Run 1, routing congestion map:
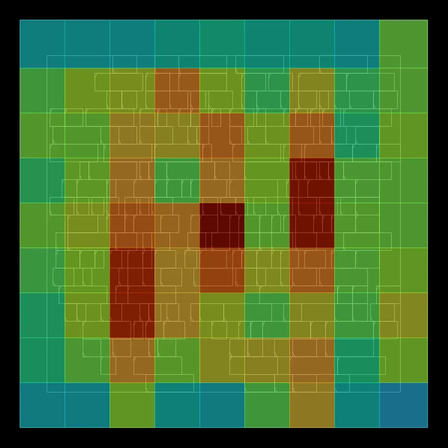
Run 1, cells by drive strength:
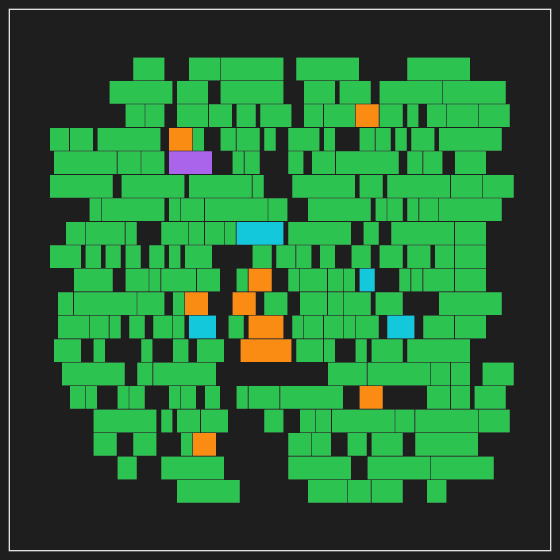
Run 1, placement by cell class:
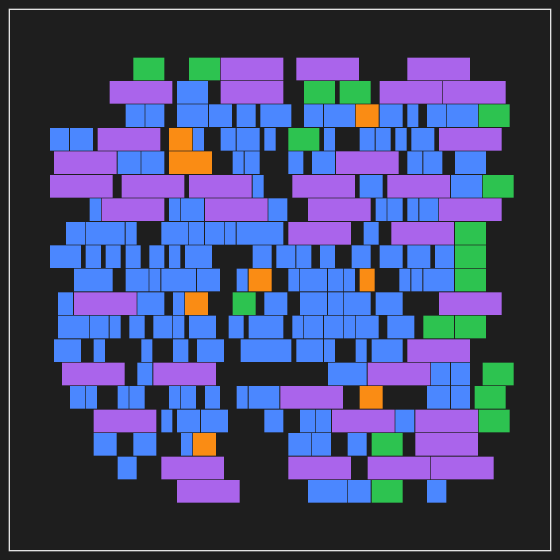
--- src/rtl/uart_pkg.sv ---
// Shared UART definitions for the receiver and transmitter blocks.
//   uart_state_e : frame FSM state. The 3-bit encoding is common to RX and TX
//                  so debug tooling decodes both the same way.
//   DATA_BITS    : payload bits per frame.
//   baud_div()   : clocks per bit for a given clock and line rate.
package uart_pkg;

  localparam int DATA_BITS = 8;

  typedef enum logic [2:0] {
    IDLE   = 3'd0,
    START  = 3'd1,
    DATA   = 3'd2,
    PARITY = 3'd3,
    STOP   = 3'd4
  } uart_state_e;

  function automatic int baud_div(input int clock, input int baud);
    return clock / baud;
  endfunction

endpackage

--- src/rtl/axis_uart_rx_if.sv ---
// AXI-Stream byte channel used by the UART receiver.
//   tdata  : byte, LSB = first bit received on the line
//   tvalid : byte available
//   tready : downstream accept
// Handshake: a beat transfers on a rising aclk edge where tvalid && tready.
// Once tvalid is high, the master holds tvalid and tdata stable until that
// transfer happens. tvalid never depends combinationally on tready. The slave
// may drive tready at any time.
interface axis_uart_rx_if;
  logic [7:0] tdata;
  logic       tvalid;
  logic       tready;

  modport master (output tdata, output tvalid, input tready);
  modport slave  (input tdata, input tvalid, output tready);
endinterface

--- src/rtl/uart_sync_2ff.sv ---
// Two-flop synchronizer for one asynchronous input.
//   aclk, aresetn : clock and synchronous active-low reset
//   d             : asynchronous input
//   q             : synchronized output, reset to RESET_VAL
// Both flops reset to RESET_VAL, so a line that idles at that level shows no
// spurious edge after reset is released.
module uart_sync_2ff #(
  parameter logic RESET_VAL = 1'b1
) (
  input  logic aclk,
  input  logic aresetn,
  input  logic d,
  output logic q
);

  logic s1;

  always_ff @(posedge aclk) begin
    if (!aresetn) begin
      s1 <= RESET_VAL;
      q  <= RESET_VAL;
    end else begin
      s1 <= d;
      q  <= s1;
    end
  end

endmodule

--- src/rtl/axis_uart_rx.sv ---
// UART receiver: decodes an 8N1 serial line into bytes on an AXI-Stream master.
// The output is a single register. frame_err and overrun are one-cycle pulses.
//   aclk, aresetn : clock and synchronous active-low reset
//   uart_rx       : asynchronous serial input, idle high
//   m_axis        : byte output (tdata / tvalid / tready)
//   frame_err     : pulse when the stop bit is sampled low. The byte is dropped.
//   overrun       : pulse when a byte completes while the output register is
//                   still full. The new byte is dropped.
//   parity_err    : (AXIS_UART_RX_PARITY_EN only) pulse in the delivery cycle
//                   of a byte whose even parity check failed
//   state_dbg     : current FSM state, for observation
// Build option: define AXIS_UART_RX_PARITY_EN for 8E1 frames. This adds an
// even-parity bit between the data bits and the stop bit.
module axis_uart_rx
  import uart_pkg::*;
#(
  parameter int CLOCK     = 100_000_000,
  parameter int BAUD_RATE = 115_200
) (
  input  logic                  aclk,
  input  logic                  aresetn,
  input  logic                  uart_rx,
  axis_uart_rx_if.master        m_axis,
  output logic                  frame_err,
  output logic                  overrun,
`ifdef AXIS_UART_RX_PARITY_EN
  output logic                  parity_err,
`endif
  output uart_state_e           state_dbg
);

  localparam int COUNT_SPEED = baud_div(CLOCK, BAUD_RATE);
  localparam int HALF        = COUNT_SPEED / 2;
  localparam int CW          = $clog2(COUNT_SPEED);

  localparam logic [CW-1:0] LAST_CNT  = CW'(COUNT_SPEED - 1);
  localparam logic [CW-1:0] HALF_LAST = CW'(HALF - 1);
  localparam logic [2:0]    LAST_BIT  = 3'(DATA_BITS - 1);

  logic                 rx_s;
  uart_state_e          state;
  logic [CW-1:0]        count_baud;
  logic [2:0]           count_bit;
  logic [DATA_BITS-1:0] shift_reg;
  // Set at the stop-bit sample edge. The output register acts on it one
  // cycle later.
  logic                 deliver;
`ifdef AXIS_UART_RX_PARITY_EN
  logic                 par_bad;
`endif

  uart_sync_2ff #(.RESET_VAL(1'b1)) u_sync (
    .aclk    (aclk),
    .aresetn (aresetn),
    .d       (uart_rx),
    .q       (rx_s)
  );

  assign state_dbg = state;

  always_ff @(posedge aclk) begin
    if (!aresetn) begin
      state         <= IDLE;
      count_baud    <= '0;
      count_bit     <= '0;
      shift_reg     <= '0;
      deliver       <= 1'b0;
      frame_err     <= 1'b0;
      overrun       <= 1'b0;
      m_axis.tvalid <= 1'b0;
      m_axis.tdata  <= '0;
`ifdef AXIS_UART_RX_PARITY_EN
      par_bad       <= 1'b0;
      parity_err    <= 1'b0;
`endif
    end else begin
      deliver   <= 1'b0;
      frame_err <= 1'b0;
      overrun   <= 1'b0;
`ifdef AXIS_UART_RX_PARITY_EN
      parity_err <= 1'b0;
`endif

      case (state)
        IDLE: begin
          // A line held low re-triggers here after every frame. That gives
          // one frame_err per frame time during a break.
          if (!rx_s) begin
            state      <= START;
            count_baud <= '0;
          end
        end

        START: begin
          // Re-check at the middle of the start bit. A pulse shorter than
          // half a bit goes back to IDLE without raising any status.
          if (count_baud == HALF_LAST) begin
            count_baud <= '0;
            count_bit  <= '0;
            state      <= rx_s ? IDLE : DATA;
          end else begin
            count_baud <= count_baud + 1'b1;
          end
        end

        DATA: begin
          if (count_baud == LAST_CNT) begin
            count_baud <= '0;
            // LSB arrives first, so shift in from the top.
            shift_reg  <= {rx_s, shift_reg[DATA_BITS-1:1]};
            if (count_bit == LAST_BIT) begin
`ifdef AXIS_UART_RX_PARITY_EN
              state <= PARITY;
`else
              state <= STOP;
`endif
            end else begin
              count_bit <= count_bit + 1'b1;
            end
          end else begin
            count_baud <= count_baud + 1'b1;
          end
        end

`ifdef AXIS_UART_RX_PARITY_EN
        PARITY: begin
          if (count_baud == LAST_CNT) begin
            count_baud <= '0;
            // Even parity: data bits plus parity bit hold an even number of ones.
            par_bad    <= ^{shift_reg, rx_s};
            state      <= STOP;
          end else begin
            count_baud <= count_baud + 1'b1;
          end
        end
`endif

        STOP: begin
          // The decision is made at the middle of the stop bit. The FSM does
          // not wait for the end of the bit, which leaves half a bit of
          // tolerance for rate mismatch.
          if (count_baud == LAST_CNT) begin
            count_baud <= '0;
            state      <= IDLE;
            if (rx_s) deliver   <= 1'b1;
            else      frame_err <= 1'b1;
          end else begin
            count_baud <= count_baud + 1'b1;
          end
        end

        default: begin
          state      <= IDLE;
          count_baud <= '0;
        end
      endcase

      // Single-entry output register. A new byte may replace the old one
      // only in a cycle where the old one is being accepted.
      if (deliver) begin
        if (!m_axis.tvalid || m_axis.tready) begin
          m_axis.tdata  <= shift_reg;
          m_axis.tvalid <= 1'b1;
`ifdef AXIS_UART_RX_PARITY_EN
          parity_err    <= par_bad;
`endif
        end else begin
          overrun <= 1'b1;
        end
      end else if (m_axis.tvalid && m_axis.tready) begin
        m_axis.tvalid <= 1'b0;
      end
    end
  end

endmodule
--- src/flat_wrapper.sv ---
// flat-port wrapper written by rule: the top's interface ports become plain ports
module axis_uart_rx_flat import uart_pkg::*;
#(
  parameter int CLOCK     = 100_000_000,
  parameter int BAUD_RATE = 115_200
)
  (aclk, aresetn, uart_rx, frame_err, overrun, state_dbg, m_axis_tdata, m_axis_tvalid, m_axis_tready);
  axis_uart_rx_if m_axis_i ();
  input  logic aclk;
  input  logic aresetn;
  input  logic uart_rx;
  output logic frame_err;
  output logic overrun;
  output uart_state_e state_dbg;
  output wire logic [$bits(m_axis_i.tdata)-1:0] m_axis_tdata;
  output wire logic [$bits(m_axis_i.tvalid)-1:0] m_axis_tvalid;
  input wire logic [$bits(m_axis_i.tready)-1:0] m_axis_tready;
  assign m_axis_tdata = m_axis_i.tdata;
  assign m_axis_tvalid = m_axis_i.tvalid;
  assign m_axis_i.tready = m_axis_tready;
  axis_uart_rx #(.CLOCK(CLOCK), .BAUD_RATE(BAUD_RATE)) u_core (.aclk(aclk), .aresetn(aresetn), .uart_rx(uart_rx), .m_axis(m_axis_i), .frame_err(frame_err), .overrun(overrun), .state_dbg(state_dbg));
endmodule
--- config.mk ---
export PLATFORM = sky130hd
export DESIGN_NAME = axis_uart_rx_flat
export DESIGN_NICKNAME = d
export VERILOG_FILES = /design/src/rtl/uart_pkg.sv /design/src/rtl/axis_uart_rx_if.sv /design/src/rtl/uart_sync_2ff.sv /design/src/rtl/axis_uart_rx.sv /design/src/flat_wrapper.sv
export SDC_FILE = /design/constraint.sdc
export NUM_CORES = 1
export LEC_CHECK = 0
export CORE_MARGIN = 4
export CORE_UTILIZATION = 59
export DETAILED_ROUTE_END_ITERATION = 12
export PLACE_DENSITY = 0.86
export SETUP_SLACK_MARGIN = 0.05
export SYNTH_ARGS = -nofsm -noshare
export SYNTH_HDL_FRONTEND = slang
export SYNTH_HIERARCHICAL = 1
export SYNTH_SLANG_ARGS = --single-unit
--- constraint.sdc ---
create_clock -name aclk -period 5.15 [get_ports aclk]
set_clock_uncertainty 0.2 [all_clocks]
set_input_delay 1.2875 -clock aclk [delete_from_list [all_inputs] [get_ports aclk]]
set_output_delay 1.2875 -clock aclk [all_outputs]
set_load 0.02 [all_outputs]
==> results.ini, run 1 <==
[synth]
common_cells = dfxtp_1 (38), nand2_1 (24), nand3_1 (16), mux2i_1 (12)
synth_area_sq_um = 1760
ys_sh_adder = 0.0285
largest_area_cell = dfxtp_1
synth.distinct_cells = 39
syn_nets = 202
ff_type = dfxtp_1
syn_area_per_cell_sq_um = 9.06
xor_share = 0.0249
yosys_area_sq_um = 1760
postSynthSeqShare = 0.433
ys_cells = 194
most_common_cell = dfxtp_1
numSynthFlops = 38
netlist.area_leader.share = 0.433
ys_sh_mux = 0.0683
edf_count = 0
ys_warn_count = 6
topCombFamilyByArea = simple AND/OR/NAND/NOR gates
ys_sh_simple = 0.267
async_flop_share = 0
area_leaders = dfxtp_1 (43%), mux2i_1 (6.8%), nand2_1 (5.1%), a21boi_0 (4.7%), nand3_1 (4.6%)

[worst_hold_path]
hold_class = reg -> reg
min_from = u_core/u_sync/s1
hold_path_depth = 1
whs_endpoint = u_core/u_sync/q

[pwr]
seq_power_share = 0.617
pg_comb_uw = 24.8
max-vdd-ir-drop_uv = 220
seq-power_uw = 299
clock_power_uw = 161
internal-power_uw = 373
power_leakage_nw = 0.718
power_uw = 485
switching_share = 0.232
power_leader = registers
clkPwrFrac = 0.332

[clock_network]
cts_made_buffers = 5
cts_hold_buf = 0
cts_tree = done
cts_htree_levels = 2
cts-root-buf = clkbuf_4
ctsResizeCount = 0
cts_buffer_depth = 2
clk_latency_ps = 340
post_cts_buffers = 0
clock-sinks = 38
path_clk_slew_ps = 110

[setup_path]
worst_path_max_delay_cell = clkdlybuf4s50_1
setup.worst_path.class = in -> reg
path_cells = clkdlybuf4s50_1, and2_0, a31oi_1, mux2i_1
path_buffers = 1
r2r-end = u_core/count_baud[4]
cp-start-kind = input port
critical_path_depth = 4
startpoint = aresetn
worst-path-max-fanout = 39
rr_startpoint = u_core/count_baud[1]
required_ps = 5230
rrSetupSlack_ps = 2890
arrival_ps = 3140
cp-end-kind = register
critical_path.top_delay_family = buffers and inverters
cpPeakStageDelay_ps = 1210

[global_routing]
met2_usage = 0.313
grt_pass1_vias = 1353
grt_max_degree = 40
grt_pass1_wl_um = 5980
grtUsageTotal = 0.189
grt_overflow_total = 0
top_usage_layer = met2
antenna_found_initial = 0

[status]
status = finished, final reports clean

[timing]
slew_violations = 0
slew_headroom = 0.259
layout_setup_ws_ps = 2090
finalSetupTns_ps = 0
finalClockPeriodUsage = 0.595
rsz0062_at_grt = false
setup_violations = 0
worst_pin_slew_ps = 1110
fin_hold_ws_ps = 216
fmax_mhz = 326
fin_crit_ps = 3060
hold_violations = 0

[floorplanning]
core_sq_um = 2810
die_h_um = 62.6
num_tap_cells = 31
initial_core_util = 0.627
io_pins = 18
die_w_um = 62.6
die-area_sq_um = 3920

[layout]
layout.cells.non_filler = 241
largest_register_ffs = 10
layout.nets = 217
clock_area_frac = 0.0321
fillers = 235
buf_share = 0.0893
area_growth_syn_to_layout_pct = 13.2
final_layout_top_logic_cells = dfxtp_1 (38), nand2_1 (24), clkdlybuf4s50_1 (17), nand3_1 (16), mux2i_1 (12)
drive_gt1_frac = 0.0667
dominant_cells = logic gates
design.seq.count = 38
final_util = 0.710
n_all_inverters = 5
nClkBuffers = 6
final-seq-area_sq_um = 761
num_antenna_cells = 0
logic_gates = 141

[placement]
io_buffer_count = 17
hpwlAfterDp_um = 2310
gp_congestion = 0.848
pre_cts_ws_ps = 1750
placed_cells = 233

[drt]
wl_met2_um = 1660
num_vias = 1421
drt_wl_total_um = 3330
first_pass_iters = 6
viasPerCell = 5.90
wl_met1_um = 1450
top_layer = met4
wl_met3_um = 207
drc = 0
drt_iter0_markers = 78

-- 'routing congestion map' (at the start) --
met1 Use GR: 0.217
Avg WL per Cell: 13.8 um
grt met3 use: 0.0665

-- 'cells by drive strength' (at the start) --
green -> _0 and _1 cells  # cells 196, share 93%
orange -> _3 and _4 cells  # cells 9, share 4.3%
purple -> _6 and larger  # cells 1, share 0.48%
cyan -> _2 cells  # cells 4, share 1.9%
nonclk buf count: 18
Finished Cell Area: 1990 sq um

-- 'placement by cell class' (at the start) --
orange -> clock drivers and dummy loads  # cells 8, share of their area 3.3%
green -> other buffers and delay cells  # cells 18, share of their area 9.1%
blue -> combinational and other logic  # cells 146, share of their area 49%
purple -> flops  # cells 38, share of their area 39%
flop share of the area: 0.382
Rows: 19

Run 1, routed metal per tile:
Scale bar: 20 um. The die is cut into 13 by 13 equal tiles; dark blue is low, red is high, scaled to the fullest tile. Values are wire area over tile area, all layers added.
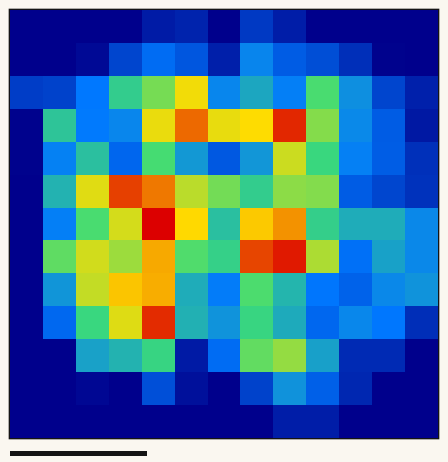

## Run 2: what changed since run 1
- CORE_UTILIZATION: 59 -> 50
- PLACE_DENSITY: 0.86 -> 0.78
- clock period: 5.15 -> 2.56 ns (I/O delays scaled with it)
Run 2, routed metal per tile:
Scale bar: 20 um. The die is cut into 13 by 13 equal tiles; dark blue is low, red is high, scaled to the fullest tile. Values are wire area over tile area, all layers added.
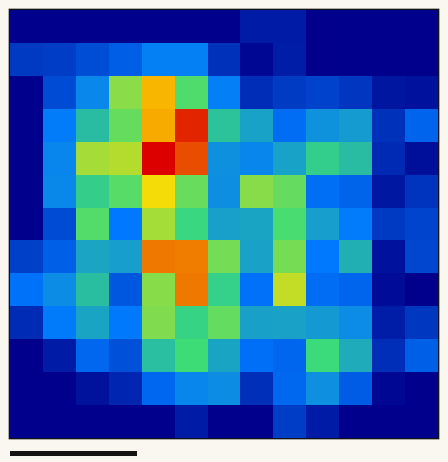
nearly empty tiles = 22%
densest ninth of the die = center
emptiest ninth of the die = upper right
fullest tile = 0.45
tiles over half the peak = 17%
total global-route track usage: 0.172
final wirelength: 3280 um

==> results.ini, run 2 <==
[global_routing]
top_usage_layer = met2
antenna_found_initial = 0
grt_pass1_wl_um = 5870
grtUsageMet1 = 0.181
grt_overflow_total = 0
met2_usage = 0.310
grt_max_degree = 36
use_met3 = 0.0616
grt_pass1_vias = 1391

[setup_path]
rr_startpoint = u_core/count_baud[0]
r2r-end = u_core/state_dbg[1]
startpoint = u_core/state_dbg[0]
rrSetupSlack_ps = 370
path_cells = clkdlybuf4s50_1
cp-end-kind = output port
worst-path-max-fanout = 10
path_buffers = 1
critical_path_depth = 1
setup.worst_path.class = reg -> out
arrival_ps = 1540
cpPeakStageDelay_ps = 670
required_ps = 1720
cp-start-kind = register
worst_path_max_delay_cell = clkdlybuf4s50_1

[synth]
ff_type = dfxtp_1
most_common_cell = dfxtp_1
area_leaders = dfxtp_1 (43%), mux2i_1 (6.8%), nand2_1 (5.1%), a21boi_0 (4.7%), nand3_1 (4.6%)
yosys.area_share.aoi = 0.141
yosys_area_sq_um = 1760
xor_share = 0.0249
ys_sh_mux = 0.0683
async_flop_share = 0
postSynthSeqShare = 0.433
ys_sh_adder = 0.0285
common_cells = dfxtp_1 (38), nand2_1 (24), nand3_1 (16), mux2i_1 (12)
ys_cells = 194
largest_area_cell = dfxtp_1
numSynthFlops = 38
topCombFamilyByArea = simple AND/OR/NAND/NOR gates
netlist.area_leader.share = 0.433
ys_warn_count = 6
syn_nets = 202
synth.distinct_cells = 39
edf_count = 0
synth_area_sq_um = 1760
ys_sh_simple = 0.267

[layout]
final-seq-area_sq_um = 762
design.seq.count = 38
buf_share = 0.0993
n_all_buffers = 21
dominant_cells = logic gates
n_all_inverters = 5
final_util = 0.600
clock_area_frac = 0.0236
drive_gt1_frac = 0.0802
logic_gates = 141
nClkBuffers = 5
sh_seq_area = 0.378
final_layout_top_logic_cells = dfxtp_1 (37), nand2_1 (24), clkdlybuf4s50_1 (17), nand3_1 (16), mux2i_1 (12)
num_antenna_cells = 0
area_growth_syn_to_layout_pct = 14.7
layout.nets = 220
stdcell_area_sq_um = 2020
layout.cells.non_filler = 258
fillers = 311
largest_register_ffs = 10

[drt]
top_layer = met4
wl_met3_um = 157
first_pass_iters = 4
num_vias = 1407
wl_per_cell_um = 12.7
wl_met2_um = 1690
wl_met1_um = 1380
drc = 0

[floorplanning]
initial_core_util = 0.523
io_pins = 18
num_tap_cells = 46
die-area_sq_um = 4530
die_h_um = 67.3
die_w_um = 67.3
rows = 21

[clock_network]
cts_htree_levels = 2
post_cts_buffers = 0
cts_hold_buf = 0
cts_buffer_depth = 2
cts-root-buf = clkbuf_4
cts_made_buffers = 5
clk_latency_ps = 340
clock-sinks = 38
ctsResizeCount = 0
cts_tree = done

[timing]
worst_pin_slew_ps = 499
setup_violations = 0
fmax_mhz = 420
hold_violations = 0
slew_headroom = 0.667
fin_crit_ps = 2380
layout_setup_ws_ps = 181
fin_hold_ws_ps = 224
finalClockPeriodUsage = 0.929
rsz0062_at_grt = false
slew_violations = 0

[worst_hold_path]
min_from = u_core/u_sync/s1
hold_class = reg -> reg
hold_path_depth = 1
whs_endpoint = u_core/u_sync/q

[pwr]
pg_comb_uw = 51.5
clkPwrFrac = 0.301
seq-power_uw = 603
power_uw = 935
power_leakage_nw = 0.730
switching_share = 0.232
power_leader = registers
seq_power_share = 0.644
max-vdd-ir-drop_uv = 377

[placement]
hpwlAfterDp_um = 2420
io_buffer_count = 17
gp_congestion = 0.857
placed_cells = 251
pre_cts_ws_ps = 243

[status]
status = finished, final reports clean

Run 2, placement by cell class:
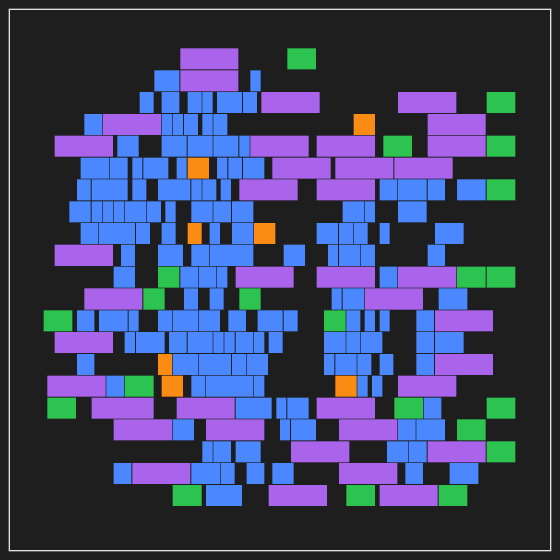

## Run 3: what changed since run 2
==> constraint.sdc (replaced) <==
create_clock -name aclk -period 2.56 [get_ports aclk]
set_clock_uncertainty 0.2 [all_clocks]
set_input_delay 0.384 -clock aclk [delete_from_list [all_inputs] [get_ports aclk]]
set_output_delay 0.384 -clock aclk [all_outputs]
set_load 0.02 [all_outputs]
Run 3, placement by cell class:
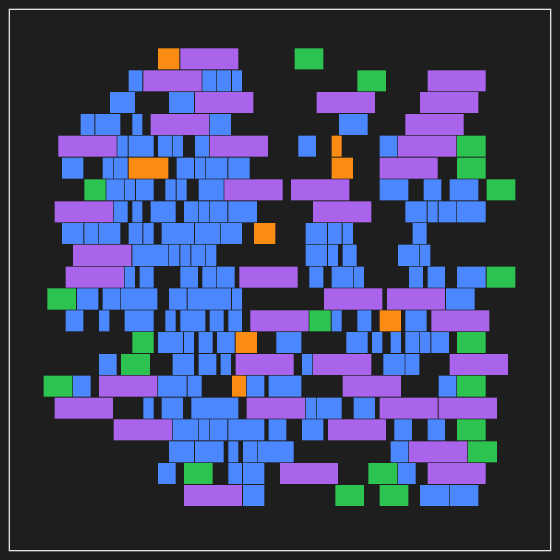
purple -> flops  # cells 38, share of their area 39%
blue -> combinational and other logic  # cells 146, share of their area 48%
green -> other buffers and delay cells  # cells 20, share of their area 9.8%
orange -> clock drivers and dummy loads  # cells 8, share of their area 3.1%
Core Area: 3360 sq um
flop share of the area: 0.376
Rows: 21
final core occ: 0.601
Finished Cell Area: 2020 sq um

==> results.ini, run 3 <==
[layout]
largest_register_ffs = 10
clock_area_frac = 0.0297
design.seq.count = 38
final_layout_top_logic_cells = dfxtp_1 (38), nand2_1 (24), clkdlybuf4s50_1 (17), nand3_1 (16), mux2i_1 (12)
layout.cells.non_filler = 258
nClkBuffers = 7
dominant_cells = logic gates
layout.nets = 219
final-seq-area_sq_um = 761
n_all_buffers = 20
drive_gt1_frac = 0.0708
fillers = 318
logic_gates = 141
buf_share = 0.0954
n_all_inverters = 5

[setup_path]
rrSetupSlack_ps = 360
rr_startpoint = u_core/count_baud[0]
cp-start-kind = register
worst_path_max_delay_cell = or4_4
setup.worst_path.class = reg -> reg
critical_path.top_delay_family = simple AND/OR/NAND/NOR gates
worst-path-max-fanout = 5
r2r-end = u_core/count_bit[1]
path_cells = ha_1, nand4bb_1, or4_4, a21oi_4, nand3_1, a21boi_1

[global_routing]
grt_max_degree = 33
use_met3 = 0.0483
antenna_found_initial = 0
met2_usage = 0.308
top_usage_layer = met2
grt_overflow_total = 0
grtUsageMet1 = 0.194

[synth]
area_leaders = dfxtp_1 (43%), mux2i_1 (6.8%), nand2_1 (5.1%), a21boi_0 (4.7%), nand3_1 (4.6%)
syn_nets = 202
ff_type = dfxtp_1
largest_area_cell = dfxtp_1
ys_sh_simple = 0.267
ys_sh_adder = 0.0285
postSynthSeqShare = 0.433
synth_area_sq_um = 1760
async_flop_share = 0
synth.distinct_cells = 39
topCombFamilyByArea = simple AND/OR/NAND/NOR gates

[floorplanning]
die-area_sq_um = 4530
initial_core_util = 0.523
die_h_um = 67.3
num_tap_cells = 46

[pwr]
seq_power_share = 0.617
power_leakage_nw = 0.728
power_leader = registers
clkPwrFrac = 0.330
power_uw = 977
seq-power_uw = 603

[worst_hold_path]
whs_endpoint = u_core/u_sync/q
hold_class = reg -> reg
hold_path_depth = 1

[clock_network]
cts_hold_buf = 0
cts_tree = done
cts_made_buffers = 5
cts_htree_levels = 2
path_clk_slew_ps = 110

[drt]
drc = 0
first_pass_iters = 4
wl_per_cell_um = 13.3
drt_wl_total_um = 3440
drt_iter0_markers = 91
top_layer = met4

[status]
status = finished, final reports clean

[timing]
finalClockPeriodUsage = 0.859
fin_hold_ws_ps = 224
layout_setup_ws_ps = 362
slew_headroom = 0.672

[placement]
hpwlAfterDp_um = 2530
pre_cts_ws_ps = 406

